ff_map.png
Other sequential cells in the stronger gray, the rest of the logic in the fainter gray.
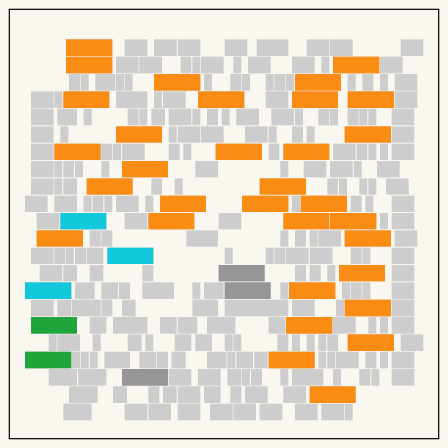
pinout.png
Pins as bars across the die edge, other pins in gray.
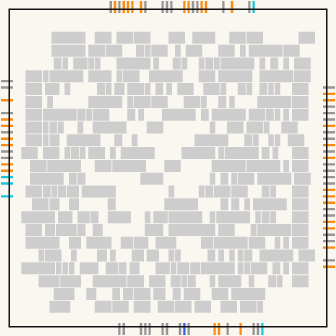
gates.png
Scale bar: 20 microns.
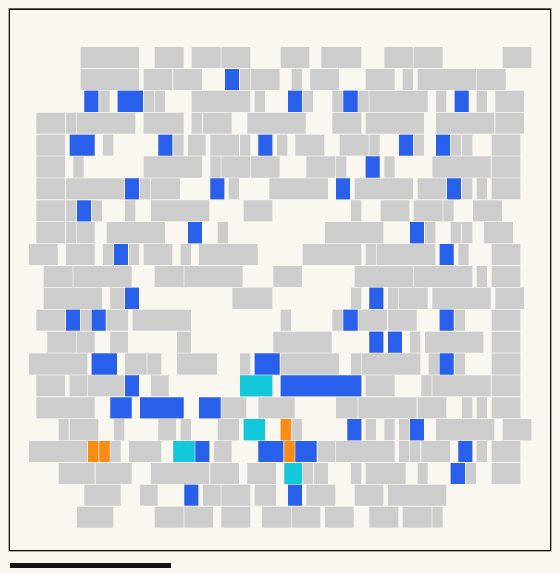
layers.png
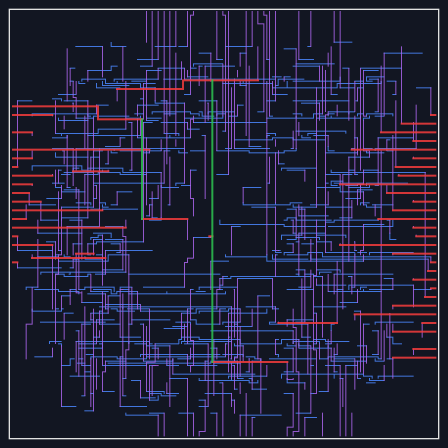
clock_nets.png
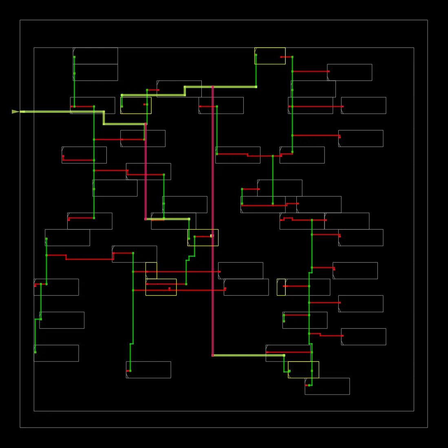
### src/rtl/ibfc_sync.sv
// ibfc_sync: input-buffer frame controller that XY-routes the head flit and forwards the frame.
// Optional sticky protocol-error checking is built when IBFC_ERR_CHK_EN is defined.
module ibfc_sync #(
  parameter int DW    = 32,
  parameter int XW    = 4,
  parameter int YW    = 4,
  parameter int CUR_X = 0,
  parameter int CUR_Y = 0
) (
  input  logic          clk,
  input  logic          rst,
  input  logic          in_vld,
  output logic          in_rdy,
  input  logic [DW-1:0] in_data,
  input  logic          in_hof,
  input  logic          in_eof,
  output logic [4:0]    rt_req,
  input  logic          rt_gnt,
  output logic          out_vld,
  input  logic          out_rdy,
  output logic [DW-1:0] out_data,
  output logic          out_eof,
  output logic          eof,
  input  logic          doa,
  output logic          err
);

  typedef enum logic [1:0] {S_IDLE, S_ROUTE, S_XFER, S_DRAIN} state_t;

  localparam logic [XW-1:0] LP_CX = XW'(CUR_X);
  localparam logic [YW-1:0] LP_CY = YW'(CUR_Y);

  state_t        r_state;
  state_t        w_state_nxt;
  logic [4:0]    r_rt_req;
  logic          r_out_vld;
  logic [DW-1:0] r_out_data;
  logic          r_out_eof;
  logic          r_eof;
  logic          r_tail_in;   // tail already captured; stop accepting further flits
  logic          w_in_rdy;
  logic          w_in_hs;
  logic          w_out_hs;

  // Route priority: E, W, N, S, then local port. One-hot [0]S [1]W [2]N [3]E [4]L.
  function automatic logic [4:0] route(input logic [XW-1:0] dx, input logic [YW-1:0] dy);
    logic [4:0] req;
    if (dx > LP_CX)      req = 5'b01000;
    else if (dx < LP_CX) req = 5'b00010;
    else if (dy > LP_CY) req = 5'b00100;
    else if (dy < LP_CY) req = 5'b00001;
    else                 req = 5'b10000;
    return req;
  endfunction

  assign in_rdy   = w_in_rdy & ~rst;
  assign w_in_hs  = in_vld & in_rdy;
  assign w_out_hs = r_out_vld & out_rdy;

  // NOTE: every signal driven here gets a default first so no latch is inferred on unlisted paths.
  always_comb begin
    w_state_nxt = r_state;
    w_in_rdy    = 1'b0;
    case (r_state)
      S_IDLE: begin
        w_in_rdy = 1'b1;
        if (in_vld && in_hof) w_state_nxt = S_ROUTE;
      end
      S_ROUTE: begin
        if (rt_gnt) w_state_nxt = S_XFER;
      end
      S_XFER: begin
        w_in_rdy = (~r_out_vld | out_rdy) & ~r_tail_in;
        if (w_out_hs && r_out_eof) w_state_nxt = S_DRAIN;
      end
      S_DRAIN: begin
        if (doa) w_state_nxt = S_IDLE;
      end
      default: w_state_nxt = S_IDLE;
    endcase
  end

  // NOTE: state registers use non-blocking assignments so every flop samples pre-edge values.
  always_ff @(posedge clk) begin
    if (rst) begin
      r_state    <= S_IDLE;
      r_rt_req   <= '0;
      r_out_vld  <= 1'b0;
      r_out_data <= '0;
      r_out_eof  <= 1'b0;
      r_eof      <= 1'b0;
      r_tail_in  <= 1'b0;
    end else begin
      r_state <= w_state_nxt;
      case (r_state)
        S_IDLE: begin
          if (w_in_hs && in_hof) begin
            r_out_data <= in_data;
            r_out_eof  <= in_eof;
            r_tail_in  <= in_eof;
            r_rt_req   <= route(in_data[XW-1:0], in_data[XW+YW-1:XW]);
          end
        end
        S_ROUTE: begin
          if (rt_gnt) r_out_vld <= 1'b1;
        end
        S_XFER: begin
          if (w_in_hs) begin
            r_out_data <= in_data;
            r_out_eof  <= in_eof;
            r_out_vld  <= 1'b1;
            r_tail_in  <= in_eof;
          end else if (w_out_hs) begin
            r_out_vld <= 1'b0;
            if (r_out_eof) r_eof <= 1'b1;
          end
        end
        S_DRAIN: begin
          if (doa) begin
            r_eof    <= 1'b0;
            r_rt_req <= '0;
          end
        end
        default: ;
      endcase
    end
  end

  assign rt_req   = r_rt_req;
  assign out_vld  = r_out_vld;
  assign out_data = r_out_data;
  assign out_eof  = r_out_eof;
  assign eof      = r_eof;

`ifdef IBFC_ERR_CHK_EN
  logic r_err;

  // Sticky: a head arriving mid-frame, or a stray body flit while idle.
  always_ff @(posedge clk) begin
    if (rst) begin
      r_err <= 1'b0;
    end else if (((r_state == S_XFER) && w_in_hs && in_hof) ||
                 ((r_state == S_IDLE) && in_vld && !in_hof)) begin
      r_err <= 1'b1;
    end
  end

  assign err = r_err;
`else
  assign err = 1'b0;
`endif

endmodule

### config.mk
export PLATFORM = sky130hd
export DESIGN_NAME = ibfc_sync
export DESIGN_NICKNAME = d
export VERILOG_FILES = /design/src/rtl/ibfc_sync.sv
export SDC_FILE = /design/constraint.sdc
export NUM_CORES = 1
export LEC_CHECK = 0
export ABC_CLOCK_PERIOD_IN_PS = 4800
export CORE_MARGIN = 2
export CORE_UTILIZATION = 43
export DETAILED_ROUTE_END_ITERATION = 8
export PLACE_DENSITY = 0.84
export SETUP_SLACK_MARGIN = 0.02
export SYNTH_ARGS = -nofsm -noshare
export SYNTH_HDL_FRONTEND = slang
export SYNTH_SLANG_ARGS = --single-unit
export TNS_END_PERCENT = 1
### constraint.sdc
create_clock -name clk -period 4.8 [get_ports clk]
set_input_delay 1.2 -clock clk [delete_from_list [all_inputs] [get_ports clk]]
set_output_delay 1.2 -clock clk [all_outputs]
set_load 0.02 [all_outputs]
==> out/results.ini <==
[synth]
syn_area_sq_mm = 0.00171
flop_cell = dfxtp_1
mux_share_pct = 1.24
async_reset_ff_share_pct = 0
edf_count = 0
yosys_area_sq_mm = 0.00171
xor_share_pct = 0
ys_seq_share_pct = 46.7
yosys.area_share.simple_pct = 24.4
yosys.cell_types.count = 35
ys_top_logic_family = simple AND/OR/NAND/NOR gates
ys_cells = 207
synthAdderAreaFrac_pct = 3.65
yosys_warnings = 0
netlist_instances = 207
numSynthFlops = 40
synthAoiAreaFrac_pct = 17.6
avgSynthCellArea_sq_um = 8.27

[global_routing]
grt-ovfl-total = 0
grtUsageTotal_pct = 19.6
grt_pass1_vias = 1552
grtUsageMet1_pct = 21.6
grt_pass1_wl_mm = 6.65
grtUsageMet3_pct = 6.93
met2_usage_pct = 34.2
antenna_found_initial = 0
grt_max_degree = 47
busiest_layer = met2

[cts]
htree_levels = 2
cts_buffers = 5
ctsResizeCount = 0
clk_path_buf_depth = 2
cts_hold_buf = 0
clk_latency_ns = 0.29
cts-root-buf = clkbuf_8
postCtsSetupBuffers = 0
cts_tree = done
clkTransAtPathRegs_ns = 0.07

[setup_path]
ff2ff_path_depth = 7
worst_setup_path_end_kind = primary output
r2r_end = out_data[6]$_SDFFE_PP0P_
path_cells = clkdlybuf4s50_1, nor2b_1, or3_1, a21oi_1, clkdlybuf4s50_1
crit_cells = 5
slowest_stage = clkdlybuf4s50_1
r2r_setup_slack_ns = 2.57
cpPeakStageDelay_ns = 0.61
r2r_start = r_state[0]$_SDFFE_PP0P_
arrival_ns = 2.86
path_buffers = 2
criticalPathCategory = primary input to primary output
cp_common_cell = clkdlybuf4s50_1
required_ns = 3.60
start_kind = primary input
path_max_fanout = 4
critPathTopFamily = buffers and inverters

[drt]
wl_mm = 4.12
via_per_inst = 4.90
antenna_left = 0
dr_total_vias = 1617
routedWlPerCell_microns = 12.5
route.detailed.drc = 0
first_pass_iters = 4
drt_iter0_drc = 91

[floorplan]
die_h_microns = 67.1
die_w_microns = 67.1
tapCellCount = 48
rows = 22
initCoreUtil_pct = 45.8
core-area_sq_mm = 0.00374
io_pins = 82
dieArea_sq_mm = 0.00450

[sta]
rsz0062_at_grt = false
setup_viol = 0
finalSetupTns_ns = 0
period_used_pct = 84.7
fmax_mhz = 246
period_needed_ns = 4.06
maxSlewViolCount = 0
setup_ws_ns = 0.736
relSlewSlack_pct = 60.9
final-hold-violation-count = 0
tightestPinTransition_ns = 0.587

[pwr]
power_leader = registers
p_int_w = 0.000628
irDropWorstVdd_uv = 290
seq_power_share_pct = 41.9
pg_clk_w = 0.000208
p_sw_share_pct = 33.1
powerDensity_mw_per_mm2 = 366
leakagePower_nw = 0.888
pwr-share-comb_pct = 36.0
design_power_total_w = 0.000938
p_sw_w = 0.000310
power_frac_clock_pct = 22.1
pg_comb_w = 0.000338

[finish]
comb_cells = 151
seq_cell_count = 40
area_growth_pct = 49.7
lay_top_cells = clkdlybuf4s50_1, nand2_1, dfxtp_1, a21oi_1, nand2b_1
stdcell_area_sq_mm = 0.00256
non_clock_buffer_area_share_pct = 31.0
buffers = 80
mi_logic_area_sq_um = 815
n_clock_buffer = 6
fillers = 336
n_all_inverters = 4
largestClassByArea = logic gates
nNetsFinal = 327
diodes = 0
drive_gt1_share_pct = 5.67
clock_cell_area_share_pct = 3.03

[worst_hold_path]
min_to = out_data[7]$_SDFFE_PP0P_
hold_path_depth = 2
holdCritPathClass = register to register
worstHoldStart = out_data[7]$_SDFFE_PP0P_

[run]
drv_cap = 0
openroad.warnings = 30

[place]
place_hpwl_mm = 2.93
place.gp.congestion = 0.817
numPortBuffers = 78
place_ws_ns = 0.732
place_area_sq_mm = 0.00249

[status]
status = finished, final reports clean

Back to the opening pictures, ff_map.png:
color	signal	sequential cells
orange	out_data	32
green	r_state	2
cyan	rt_req	3
Seq area share: 31.2%
Seq group: 0.000393 W
post-layout util: 68.5%
register area: 801 sq um

Back to the opening pictures, pinout.png:
color	port	pins	direction	edge
blue	out_rdy	1	input	bottom
cyan	rt_req	5	output	3 left, 1 top, 1 bottom
orange	in_data	32	input	12 right, 10 top, 7 left, 3 bottom
all pins by edge	28 right, 21 top, 17 bottom, 16 left

Back to the opening pictures, gates.png:
color	family	cells
blue	aoi and oai cells	46
cyan	and/or cells	4
orange	inv cells	4
Layout Cells excl Fill: 330
most frequent logic cell in the layout: clkdlybuf4s50_1
Comb/total area: 31.8%

Back to the opening pictures, layers.png:
color	layer	wire length
purple	M2	1,960 microns
green	M4	59.8 microns
blue	M1	1,750 microns
red	M3	348 microns

Back to the opening pictures, clock_nets.png:
clock skew: 0.00169 ns
Clock Sinks: 40

worst max-delay path by stage:
| stage | start | endpoint | slack [ns] |
|---|---|---|---|
| final | out_rdy | in_rdy | 0.74 |
| after CTS | out_rdy | in_rdy | 0.73 |
| after global placement | out_rdy | in_rdy | 0.74 |
| after global routing | out_rdy | in_rdy | 0.67 |
| after floorplan | rst | in_rdy | 1.46 |
| after detailed placement | out_rdy | in_rdy | 0.73 |
tightest hold or removal path: cells and delay by family (launching register included):
kind             cells  cell delay, ns
AND/OR/NAND/NOR      1            0.05
AND-OR/OR-AND        1            0.05
flip-flops           1            0.31
kinds of logic (layout without fill, tap and decap cells):
logic type,count (synthesis),after routing
buffers and inverters,18,91
other,1,3
adder cells (fa/ha/maj),5,5
AND-OR/OR-AND,47,47
flip-flops,40,40
multiplexers,2,2
AND/OR/NAND/NOR,94,94
layer usage:
layer	up-vias	part of all wire, %
met5	-	0
met4	0	1.4
met3	5	8.4
met2	56	48
met1	725	42
li1	831	-
cell usage after synthesis, types with 2 or more instances:
cell	count	share of area, %
o21ai_0	3	0.88
nand2_1	68	15
nand3_1	2	0.58
a21oi_2	3	1.5
inv_1	4	0.88
nor2b_1	3	1.1
buf_2	3	0.88
a21oi_1	33	9.6
clkbuf_1	5	1.1
nand2b_1	6	2.2
dfxtp_1	40	47
ha_1	5	3.7
nand3b_1	2	0.88
buf_4	3	1.3
nor2_1	4	0.88
nor4_1	2	0.73
buf_6	3	2.0
flip-flops by register name (all words and copies together) (netlist names):
register   cells
r_tail_in      1
r_state        2
out_vld        1
rt_req         3
out_data      32
eof            1
through the flow:
step | std cells | hold slack (ns)
global placement | 323 | 0.441
CTS | 330 | 0.456
floorplan | 209 | 0.511
global route | 330 | 0.466
finish | 330 | 0.455
detailed placement | 323 | 0.446
Power and IR drop assume default switching activity.
